[src/rtl/ps2_pkg.sv]
// Shared PS/2 definitions: host transmitter FSM states, error codes and
// keyboard command bytes used by both the transmit and receive paths.
package ps2_pkg;

  typedef enum logic [2:0] {
    ST_IDLE,
    ST_INHIBIT,
    ST_REQ,
    ST_XFER,
    ST_ACK,
    ST_RELEASE,
    ST_ERR
  } ps2_state_e;

  localparam logic [1:0] PS2_ERR_NACK    = 2'b01;
  localparam logic [1:0] PS2_ERR_TIMEOUT = 2'b10;

  localparam logic [7:0] PS2_CMD_SET_LEDS = 8'hED;
  localparam logic [7:0] PS2_CMD_RESET    = 8'hFF;
  localparam logic [7:0] PS2_CMD_ENABLE   = 8'hF4;

  // PS/2 frames carry odd parity over the eight data bits.
  function automatic logic odd_parity(input logic [7:0] b);
    return ~^b;
  endfunction

endpackage

[src/rtl/ps2_line_sync.sv]
// Two-flop synchronizers for the PS/2 clock and data pins plus a falling-edge
// strobe on the synchronized clock. Pins idle high, so every flop resets to 1.
module ps2_line_sync (
  input  logic clk,
  input  logic rst,
  input  logic clk_in,
  input  logic data_in,
  output logic clk_s,
  output logic data_s,
  output logic clk_fall
);

  logic clk_m;
  logic data_m;
  logic clk_prev;

  always_ff @(posedge clk) begin
    if (rst) begin
      clk_m    <= 1'b1;
      clk_s    <= 1'b1;
      clk_prev <= 1'b1;
      data_m   <= 1'b1;
      data_s   <= 1'b1;
    end else begin
      clk_m    <= clk_in;
      clk_s    <= clk_m;
      clk_prev <= clk_s;
      data_m   <= data_in;
      data_s   <= data_m;
    end
  end

  // Built only from registered signals, so the strobe is glitch-free and the
  // consumer's output register gives 3 cycles pin-to-drive latency.
  assign clk_fall = clk_prev & ~clk_s;

endmodule

[src/rtl/ps2_host_tx.sv]
// Host-to-device PS/2 command transmitter. Pulls the shared open-collector
// lines low through drive enables and reports ACK, NACK or timeout.
module ps2_host_tx
  import ps2_pkg::*;
#(
  parameter int INHIBIT_CYCLES = 10000,
  parameter int TIMEOUT_CYCLES = 2000000
) (
  input  logic       clk,
  input  logic       rst,
  input  logic       tx_valid,
  input  logic [7:0] tx_data,
  output logic       tx_ready,
  input  logic       ps2_clk_in,
  input  logic       ps2_data_in,
  output logic       ps2_clk_drv,
  output logic       ps2_data_drv,
  output logic       busy,
  output logic       done,
  output logic       err,
  output logic [1:0] err_code
);

  localparam logic [13:0] INH_LAST = 14'(INHIBIT_CYCLES - 1);
  localparam logic [20:0] WD_LAST  = 21'(TIMEOUT_CYCLES - 1);

  ps2_state_e  state, state_nxt;
  logic [13:0] inh_cnt, inh_nxt;
  logic [20:0] wd_cnt, wd_nxt;
  logic [3:0]  edge_cnt, edge_nxt;
  logic [8:0]  frame;
  logic        nack;
  logic        accept;
  logic        shift_en;
  logic        clk_s, data_s, clk_fall;

  logic        clk_drv_d, data_drv_d, busy_d, ready_d, done_d, err_d;
  logic [1:0]  err_code_d;

  ps2_line_sync u_sync (
    .clk      (clk),
    .rst      (rst),
    .clk_in   (ps2_clk_in),
    .data_in  (ps2_data_in),
    .clk_s    (clk_s),
    .data_s   (data_s),
    .clk_fall (clk_fall)
  );

  assign accept   = tx_valid && tx_ready;
  assign shift_en = clk_fall &&
                    ((state == ST_REQ) || (state == ST_XFER && edge_cnt < 4'd9));

  always_ff @(posedge clk) begin
    if (rst) begin
      state        <= ST_IDLE;
      inh_cnt      <= '0;
      wd_cnt       <= '0;
      edge_cnt     <= '0;
      tx_ready     <= 1'b1;
      busy         <= 1'b0;
      done         <= 1'b0;
      err          <= 1'b0;
      err_code     <= 2'b00;
      ps2_clk_drv  <= 1'b0;
      ps2_data_drv <= 1'b0;
    end else begin
      state        <= state_nxt;
      inh_cnt      <= inh_nxt;
      wd_cnt       <= wd_nxt;
      edge_cnt     <= edge_nxt;
      tx_ready     <= ready_d;
      busy         <= busy_d;
      done         <= done_d;
      err          <= err_d;
      err_code     <= err_code_d;
      ps2_clk_drv  <= clk_drv_d;
      ps2_data_drv <= data_drv_d;
    end
  end

  // Frame holds {parity, byte}; bit 0 is the next bit to put on the line.
  always_ff @(posedge clk) begin
    if (accept) frame <= {odd_parity(tx_data), tx_data};
    else if (shift_en) frame <= {1'b0, frame[8:1]};
  end

  always_comb begin
    state_nxt = state;
    inh_nxt   = inh_cnt;
    wd_nxt    = wd_cnt;
    edge_nxt  = edge_cnt;
    nack      = 1'b0;
    case (state)
      ST_IDLE: begin
        if (accept) begin
          state_nxt = ST_INHIBIT;
          inh_nxt   = '0;
        end
      end
      ST_INHIBIT: begin
        if (inh_cnt >= INH_LAST) begin
          state_nxt = ST_REQ;
          wd_nxt    = '0;
          edge_nxt  = '0;
        end else begin
          inh_nxt = inh_cnt + 14'd1;
        end
      end
      ST_REQ, ST_XFER, ST_ACK, ST_RELEASE: begin
        if (clk_fall) wd_nxt = '0;
        else if (wd_cnt != '1) wd_nxt = wd_cnt + 21'd1;

        if (state == ST_REQ && clk_fall) begin
          state_nxt = ST_XFER;
          edge_nxt  = 4'd1;
        end else if (state == ST_XFER && clk_fall) begin
          edge_nxt = edge_cnt + 4'd1;
          if (edge_cnt == 4'd9) state_nxt = ST_ACK;
        end else if (state == ST_ACK && clk_fall) begin
          edge_nxt = 4'd11;
          if (data_s) begin
            state_nxt = ST_ERR;
            nack      = 1'b1;
          end else begin
            state_nxt = ST_RELEASE;
          end
        end else if (state == ST_RELEASE && done) begin
          state_nxt = ST_IDLE;
        end else if (!clk_fall && wd_cnt >= WD_LAST) begin
          state_nxt = ST_ERR;
        end
      end
      ST_ERR:  state_nxt = ST_IDLE;
      default: state_nxt = ST_IDLE;
    endcase
  end

  // Registered outputs are decoded from the upcoming state so they line up
  // with the state register.
  always_comb begin
    clk_drv_d  = (state_nxt == ST_INHIBIT);
    data_drv_d = ps2_data_drv;
    case (state_nxt)
      ST_INHIBIT: data_drv_d = (inh_nxt == INH_LAST);
      ST_REQ:     data_drv_d = 1'b1;
      ST_XFER:    if (shift_en) data_drv_d = ~frame[0];
      default:    data_drv_d = 1'b0;
    endcase
    busy_d     = (state_nxt != ST_IDLE);
    ready_d    = (state_nxt == ST_IDLE);
    err_d      = (state_nxt == ST_ERR);
    err_code_d = err_d ? (nack ? PS2_ERR_NACK : PS2_ERR_TIMEOUT) : err_code;
    done_d     = (state == ST_RELEASE) && (state_nxt == ST_RELEASE) &&
                 clk_s && data_s && !done;
  end

endmodule
[config.mk]
export PLATFORM = sky130hd
export DESIGN_NAME = ps2_host_tx
export DESIGN_NICKNAME = d
export VERILOG_FILES = /design/src/rtl/ps2_pkg.sv /design/src/rtl/ps2_line_sync.sv /design/src/rtl/ps2_host_tx.sv
export SDC_FILE = /design/constraint.sdc
export NUM_CORES = 1
export LEC_CHECK = 0
export ABC_AREA = 1
export CORE_MARGIN = 3
export CORE_UTILIZATION = 49
export DETAILED_ROUTE_END_ITERATION = 7
export GPL_TIMING_DRIVEN = 0
export HOLD_SLACK_MARGIN = 0.02
export PLACE_DENSITY = 0.77
export SYNTH_ARGS = -nofsm -noshare
export SYNTH_HDL_FRONTEND = slang
export SYNTH_SLANG_ARGS = --single-unit
[constraint.sdc]
create_clock -name clk -period 2.6 [get_ports clk]
set_input_delay 0.26 -clock clk [delete_from_list [all_inputs] [get_ports clk]]
set_output_delay 0.26 -clock clk [all_outputs]
set_load 0.02 [all_outputs]
Fig. 1: run 1, the metal 2 layer
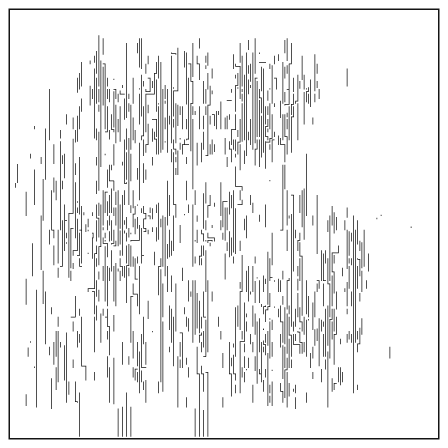
The longest straight run is 38.1 microns. 459 nets have wire on it. The wires run mostly vertical.

Fig. 2: run 1, placement by cell class
Scale bar: 20 microns. Fill, decap, tap and diode cells in gray.
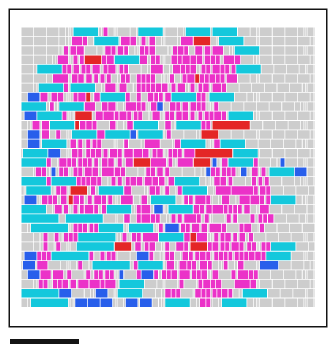
Magenta shows all other logic, cells 455, share of their area 54%. Blue shows other buffers and delay cells, cells 30, share of their area 6.4%. Red shows clock drivers and dummy loads, cells 16, share of their area 5.1%. Cyan shows flip-flops, cells 64, share of their area 34%.

Fig. 3: run 1, the clock network
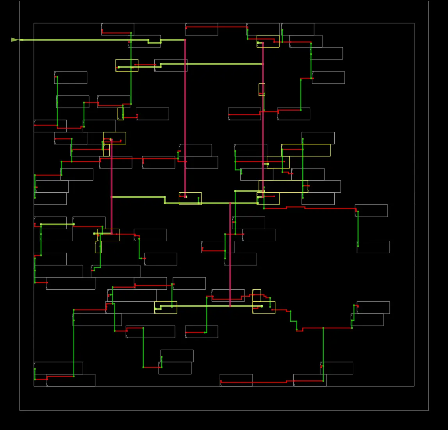
number of clock sinks: 64
power of the clock network: 912 uW
largest clock skew in the final design: 0.0136 ns

==> flow_metrics.rpt, run 1 <==
RUN METRICS
----------------------------------------------------
[Run status]
  Status ........................ finished, final reports clean

[Worst hold path]
  Cell count of the worst hold path ........................ 2

[Yosys]
  Commonest cells in the netlist ........................ 142 x sky130_fd_sc_hd__nand2_1, 63 x sky130_fd_sc_hd__inv_1, 61 x sky130_fd_sc_hd__nor2_1, 55 x sky130_fd_sc_hd__dfxtp_1, 33 x sky130_fd_sc_hd__nand3_1
  Unique cell type count in the Yosys netlist ........................ roughly 44
  Async set-or-reset flop fraction in the synthesized netlist ........................ 0%
  XOR Share, Synth ........................ 4.35%
  Mean area per synthesized cell ........................ 6.84 sq um
  Proportion of netlist area held by the largest area contributor ........................ a little under a third
  Cell type with the largest total area after synthesis ........................ sky130_fd_sc_hd__dfxtp_1
  Post-synthesis share of cell area spent on and-or and or-and gates ........................ 12.0%
  Count of synthesis-stage warnings from yosys ........................ 0
  Count of state elements after synthesis ........................ 64
  Yosys stat area ........................ 0.00362 sq mm
  Synth Area in Simple Gates ........................ about a third
  Total cells reported by yosys after synthesis ........................ 530

[Timing]
  Endpoints failing setup ........................ 0
  Setup repair after global routing missed its margin ........................ no
  Minimum setup slack in the final design ........................ ~0.24 ns
  Number of hold violations in the final report ........................ 0
  Max-slew violation total from the final report ........................ 0
  Maximum operating frequency ........................ 424 MHz
  Final worst path period share ........................ 90.7%
  Worst slack on hold paths ........................ between 0.3 and 0.4 ns

[Die]
  Initial Util ........................ 51.9%
  N_taps ........................ 96
  Core region area ........................ 0.00698 sq mm

[Run]
  OpenROAD warning count ........................ 28

[Placed design]
  Number of cells after detailed placement ........................ 645
  Routability-driven placement congestion ratio ........................ 0.917
  Detailed placer's ending HPWL ........................ 5950 microns
  Port Buffers ........................ 19

[Routing]
  Total length of routed met3 wires ........................ 613 microns
  Vias post-DR ........................ 3505
  Drt initial violations ........................ 253
  Met2 wire length ........................ 3580 microns
  Routed metal-1 wire length ........................ about 3800 microns
  Post-route antenna net violation count ........................ 0
  DRT Pass-1 Iters ........................ 5
  Final routed wirelength across all metal layers ........................ 8160 microns

[Power and ir drop]
  Total net switching power ........................ about 500 uW
  Pwr per Cell Area ........................ 518 mW/mm^2
  Worst voltage drop across the vdd grid ........................ 0.000367 V
  Sequential cell fraction of total power ........................ just under 50%
  Combinational Power ........................ 180 uW
  Total chip power ........................ 2.14 mW
  Power Sequential ........................ between 1 and 1.5 mW
  Switching part of the total ........................ 23.5%

[Clock network]
  Worst-Skew Late Latency ........................ 0.35 ns
  Clock tree from TritonCTS ........................ done
  Number of buffers created by CTS ........................ 9
  Post-CTS Hold Buffers ........................ 0
  Buffer cell driving the clock tree root ........................ sky130_fd_sc_hd__clkbuf_8
  Worst-path clk slew ........................ about 0.070 ns
  Number of gates resized after CTS ........................ 0

[Finish]
  Total of plain and repair buffers excluding clock buffers ........................ 30
  Area growth from synthesis to layout ........................ 14.2%
  Commonest non-fill, non-tap cells in the layout ........................ 142 x sky130_fd_sc_hd__nand2_1, 63 x sky130_fd_sc_hd__inv_1, 61 x sky130_fd_sc_hd__nor2_1
  Comb gate area ........................ between 0.0015 and 0.002 sq mm
  Largest register by flop count ........................ wd_cnt
  Most used logic cell in the final layout ........................ sky130_fd_sc_hd__nand2_1
  Non-clock inverter total of the final layout ........................ 70
  Largest regs ........................ wd_cnt: 21 flops, inh_cnt: 14 flops, frame: 9 flops
  Layout clock buffers ........................ 12
  Share of post-route cells with drive strength above 1 ........................ 9.03%
  Diodes inserted ........................ 0
  Finished layout cell area ........................ 0.00414 sq mm

[GRT]
  Final global-route overflow total ........................ 0
  Met1 Usage GRT ........................ 27.3%
  GRT Total Usage ........................ 20.6%
  Wire length of the first global-routing pass ........................ 14100 microns
  Global-route track usage on met2 ........................ slightly above 30%
  Gr busiest metal ........................ met2
  Number of global-route vias before repair ........................ 3264

[Setup path]
  Maximum fanout along the worst path ........................ 6
  Combined buffer and inverter count along the critical path ........................ 0
  Slack of the worst reg-to-reg path ........................ 0.24 ns
  Category of the worst setup path capture point ........................ flop
  Dominant delay contributor by cell family on the critical path ........................ simple AND/OR/NAND/NOR gates
  Cells along the critical path ........................ ha_1, nand3_1, nor2_1, nand3_1, nand3_1, nand2_1, nand2_1, nand2_1, nand2_1, nand2_1, nand2_1, nand2_1, nand2_1, nand2_1, nand2_1, a21oi_1
  Worst path max stage delay ........................ 0.40 ns
  Crit path depth ........................ 16
  Endpoint arrival time on the critical path ........................ 2.57 ns

----------------------------------------------------
Fig. 4: run 1, drive-strength map
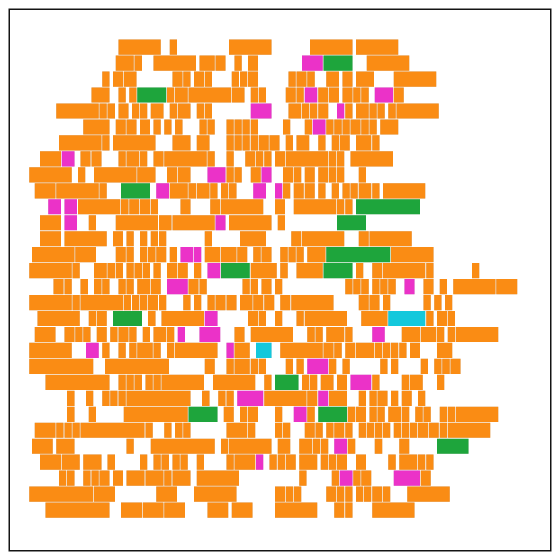

==> run 2: changes to the inputs <==
--- a/config.mk
+++ b/config.mk
@@ -6,7 +6,8 @@
 export NUM_CORES = 1
 export LEC_CHECK = 0
 export ABC_AREA = 1
-export CORE_MARGIN = 3
+export CAP_MARGIN = 15
+export CORE_MARGIN = 2
 export CORE_UTILIZATION = 49
 export DETAILED_ROUTE_END_ITERATION = 7
 export GPL_TIMING_DRIVEN = 0
Fig. 5: run 2, drive-strength map
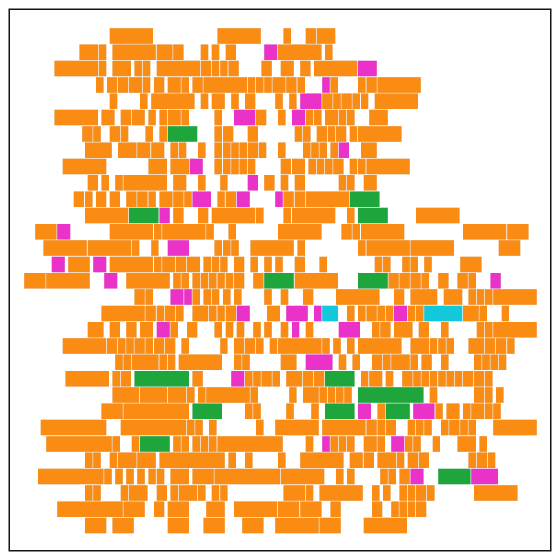
Green shows drive 6 and up, cells 14, share 2.5%. Magenta shows drive 2, cells 36, share 6.4%. Orange shows drive 1 or less, cells 513, share 91%. Cyan shows drive 3 to 4, cells 2, share 0.35%.

Fig. 6: run 2, the metal 2 layer
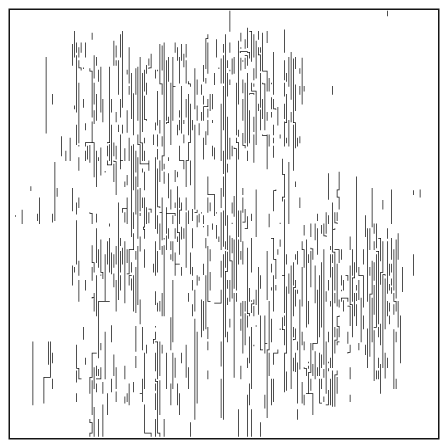
The layer carries 3600 microns of wire. 465 nets have wire on it. The wires run mostly vertical. The longest straight run is 40.1 microns. The layer holds 45% of the routed length.

==> run 2 against run 1 <==
Fmax is 7.1% higher. Clock power is 0.7% lower. Final cell count is 0.45% higher. Die size is 4.3% lower. Area after synthesis stayed put. Worst hold slack worse by 0.0074 ns. Total power is 0.30% lower. Highest routed layer unchanged.
==> flow_metrics.rpt, run 2 <==
RUN METRICS
----------------------------------------------------
[Yosys]
  Yosys stat area ........................ 0.00362 sq mm
  Unique cell type count in the Yosys netlist ........................ 44
  Commonest cells in the netlist ........................ 142 x sky130_fd_sc_hd__nand2_1, 63 x sky130_fd_sc_hd__inv_1, 61 x sky130_fd_sc_hd__nor2_1, 55 x sky130_fd_sc_hd__dfxtp_1, 33 x sky130_fd_sc_hd__nand3_1
  Total cells reported by yosys after synthesis ........................ 530
  Mean area per synthesized cell ........................ 6.84 sq um
  Cell type with the largest total area after synthesis ........................ sky130_fd_sc_hd__dfxtp_1
  Proportion of netlist area held by the largest area contributor ........................ 30.4%
  Post-synthesis share of cell area spent on and-or and or-and gates ........................ between 10% and 20%
  Count of state elements after synthesis ........................ 64
  Async set-or-reset flop fraction in the synthesized netlist ........................ 0%
  Count of synthesis-stage warnings from yosys ........................ 0

[GRT]
  GRT Total Usage ........................ between 20% and 30%
  Met1 Usage GRT ........................ approximately 28%
  Global-route track usage on met2 ........................ 32.5%
  Number of global-route vias before repair ........................ 3129
  Gr busiest metal ........................ met2

[Setup path]
  Maximum fanout along the worst path ........................ 5
  Crit path depth ........................ 15
  Slack of the worst reg-to-reg path ........................ 0.40 ns
  Cells along the critical path ........................ ha_1, nand3_4, nand3_2, nand2_1, nand2_1, nand2_2, inv_1, nand2_1, nand2_2, nand2_2, nor2_2, nand4_1, nor2_1, nand3_1, a21oi_1
  Endpoint arrival time on the critical path ........................ 2.46 ns
  Worst path max stage delay ........................ just over 0.4 ns
  Category of the worst setup path capture point ........................ flop
  Dominant delay contributor by cell family on the critical path ........................ simple AND/OR/NAND/NOR gates

[Clock network]
  Buffer cell driving the clock tree root ........................ sky130_fd_sc_hd__clkbuf_8
  Post-CTS Hold Buffers ........................ 0
  Number of clock sinks ........................ 64
  Number of gates resized after CTS ........................ 0

[Timing]
  Worst slack on hold paths ........................ about 0.33 ns
  Minimum setup slack in the final design ........................ slightly below 0.4 ns
  Number of hold violations in the final report ........................ 0
  Final worst path period share ........................ 84.7%
  Maximum operating frequency ........................ 454 MHz
  Max-slew violation total from the final report ........................ 0
  Setup repair after global routing missed its margin ........................ no
  Endpoints failing setup ........................ 0

[Power and ir drop]
  Pwr per Cell Area ........................ 515 mW/mm^2
  Total net switching power ........................ 506 uW
  Total chip power ........................ ~2.1 mW
  Worst voltage drop across the vdd grid ........................ 0.000302 V
  Power of the clock network ........................ 906 uW
  Power Sequential ........................ 1.05 mW
  Switching part of the total ........................ 23.7%
  Combinational Power ........................ roughly 180 uW

[Finish]
  Largest regs ........................ wd_cnt: 21 flops, inh_cnt: 14 flops, frame: 9 flops
  Comb gate area ........................ 0.00192 sq mm
  Diodes inserted ........................ 0
  Commonest non-fill, non-tap cells in the layout ........................ 142 x sky130_fd_sc_hd__nand2_1, 63 x sky130_fd_sc_hd__inv_1, 61 x sky130_fd_sc_hd__nor2_1
  Total of plain and repair buffers excluding clock buffers ........................ 30
  Most used logic cell in the final layout ........................ sky130_fd_sc_hd__nand2_1
  Largest contributor to cell area by class ........................ logic gates
  Finished Layout Cells ........................ approximately 660
  Area growth from synthesis to layout ........................ 14.4%
  Finished layout cell area ........................ 0.00415 sq mm

[Die]
  Initial Util ........................ around 50%
  Core region area ........................ 0.00721 sq mm
  N_taps ........................ between 90 and 100

[Routing]
  Remaining DRCs ........................ 0
  Total length of routed met3 wires ........................ roughly 470 microns
  Post-route antenna net violation count ........................ 0
  DRT Pass-1 Iters ........................ 6
  Via/cell ratio ........................ 5.20
  Drt initial violations ........................ 221
  Routed metal-1 wire length ........................ 3830 microns
  Vias post-DR ........................ 3455
  Final routed wirelength across all metal layers ........................ 8010 microns

[Run status]
  Status ........................ finished, final reports clean

[Placed design]
  Port Buffers ........................ 19
  Detailed placer's ending HPWL ........................ just under 6000 microns

[Worst hold path]
  Cell count of the worst hold path ........................ 2

----------------------------------------------------
Fig. 7: run 2, placement by cell class
Scale bar: 20 microns. Fill, decap, tap and diode cells in gray.
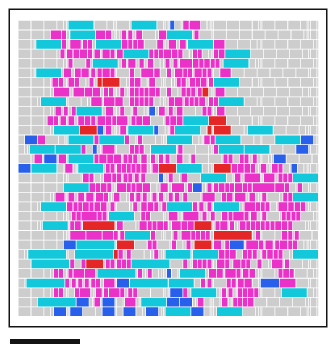
Magenta shows all other logic, cells 455, share of their area 54%. Blue shows other buffers and delay cells, cells 30, share of their area 6.4%. Cyan shows flip-flops, cells 64, share of their area 34%. Red shows clock drivers and dummy loads, cells 16, share of their area 5.2%.

Fig. 8: run 2, the clock network
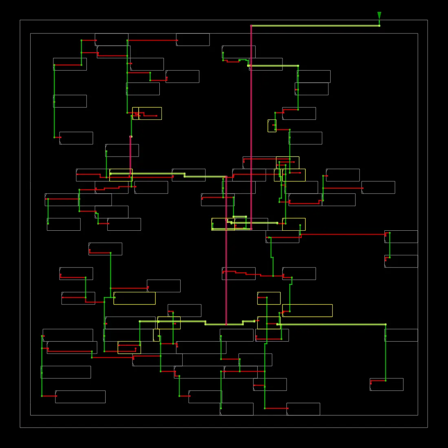

==> run 3: changes to the inputs <==
==> constraint.sdc (replaced) <==
create_clock -name clk -period 2.26 [get_ports clk]
set_input_delay 0.226 -clock clk [delete_from_list [all_inputs] [get_ports clk]]
set_output_delay 0.226 -clock clk [all_outputs]
set_load 0.02 [all_outputs]
Fig. 9: run 3, the clock network
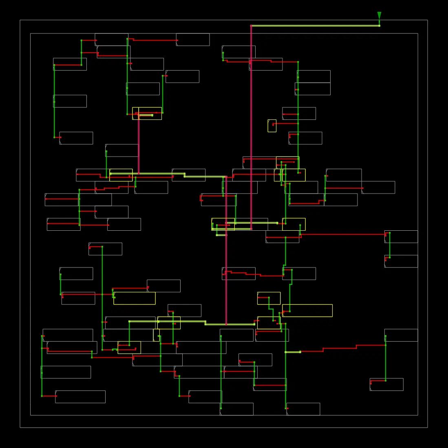
power of the clock network: 1.04 mW
number of buffers created by CTS: 9

Fig. 10: run 3, gate families picked out
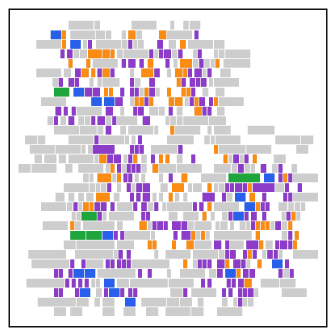
Purple shows NAND gates, cells 197, most used nand2_1. Green shows adder and majority cells, cells 5, most used ha_1. Blue shows XOR/XNOR gates, cells 18, most used xor2_1. Orange shows NOR gates, cells 82, most used nor2_1.

==> run 3 against run 2 <==
Worst setup slack worse by 0.22 ns. Clock-buffer cell count unchanged. Clock skew about the same. Flip-flop count unchanged. Area after synthesis unchanged.
==> flow_metrics.rpt, run 3 <==
RUN METRICS
----------------------------------------------------
[Finish]
  Area growth from synthesis to layout ........................ 16.3%
  Comb gate area ........................ roughly 0.0020 sq mm
  Largest regs ........................ wd_cnt: 21 flops, inh_cnt: 14 flops, frame: 9 flops
  Diodes inserted ........................ 0
  Share of post-route cells with drive strength above 1 ........................ 11.3%
  Most used logic cell in the final layout ........................ sky130_fd_sc_hd__nand2_1
  Largest contributor to cell area by class ........................ logic gates

[Setup path]
  Category of the worst setup path capture point ........................ flop
  Combined buffer and inverter count along the critical path ........................ 1
  Cells along the critical path ........................ ha_4, nand3_4, nand3_2, nand2_1, nand2_1, nand2_2, inv_1, nand2_1, nand2_2, nand2_2, nor2_2, nand4_1, nor2_2, nand3_1, a21oi_1
  Worst path max stage delay ........................ approximately 0.39 ns
  Dominant delay contributor by cell family on the critical path ........................ simple AND/OR/NAND/NOR gates
  Endpoint arrival time on the critical path ........................ 2.35 ns
  Slack of the worst reg-to-reg path ........................ ~0.17 ns

[Power and ir drop]
  Worst voltage drop across the vdd grid ........................ roughly 0.00035 V
  Power Sequential ........................ 1.21 mW
  Total net switching power ........................ 586 uW
  Total chip power ........................ 2.47 mW
  Switching part of the total ........................ 23.8%

[Yosys]
  Count of synthesis-stage warnings from yosys ........................ 0
  Count of state elements after synthesis ........................ 64
  Post-synthesis share of cell area spent on and-or and or-and gates ........................ 12.0%
  XOR Share, Synth ........................ 4.35%
  Mean area per synthesized cell ........................ approximately 6.8 sq um
  Async set-or-reset flop fraction in the synthesized netlist ........................ 0%
  Synth Area in Simple Gates ........................ 35.0%

[Routing]
  Final routed wirelength across all metal layers ........................ slightly above 8000 microns
  Routed metal-1 wire length ........................ approximately 3800 microns
  Post-route antenna net violation count ........................ 0
  DRT Pass-1 Iters ........................ 5
  Via/cell ratio ........................ 5.20
  Vias post-DR ........................ 3453

[Timing]
  Largest clock skew in the final design ........................ 0.00764 ns
  Number of hold violations in the final report ........................ 0
  Maximum operating frequency ........................ about 480 MHz
  Worst slack on hold paths ........................ 0.290 ns
  Final worst path period share ........................ slightly above 90%
  Endpoints failing setup ........................ 0
  Setup repair after global routing missed its margin ........................ yes

[GRT]
  Wire length of the first global-routing pass ........................ 13800 microns
  Final global-route overflow total ........................ 0
  Number of global-route vias before repair ........................ between 3000 and 4000
  Gr busiest metal ........................ met2
  GRT Total Usage ........................ 20.3%
  Met1 Usage GRT ........................ 27.6%

[Die]
  Core region area ........................ 0.00721 sq mm
  N_taps ........................ 99

[Clock network]
  Clock tree from TritonCTS ........................ done
  Buffer cell driving the clock tree root ........................ sky130_fd_sc_hd__clkbuf_8
  Number of gates resized after CTS ........................ 0

[Placed design]
  Port Buffers ........................ 19
  Detailed placer's ending HPWL ........................ between 5000 and 6000 microns
  Routability-driven placement congestion ratio ........................ 0.902
  Number of cells after detailed placement ........................ 648

[Run status]
  Status ........................ finished, final reports clean

[Run]
  OpenROAD warning count ........................ 29

[Worst hold path]
  Cell count of the worst hold path ........................ 2

----------------------------------------------------
Fig. 11: run 3, placement by cell class
Scale bar: 20 microns. Fill, decap, tap and diode cells in gray.
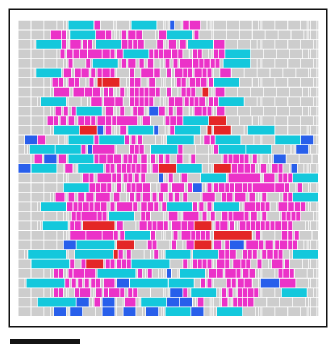
Blue shows other buffers and delay cells, cells 30, share of their area 6.4%. Cyan shows flip-flops, cells 64, share of their area 34%. Magenta shows all other logic, cells 455, share of their area 55%. Red shows clock drivers and dummy loads, cells 16, share of their area 5.1%.

Power and IR drop assume default switching activity.
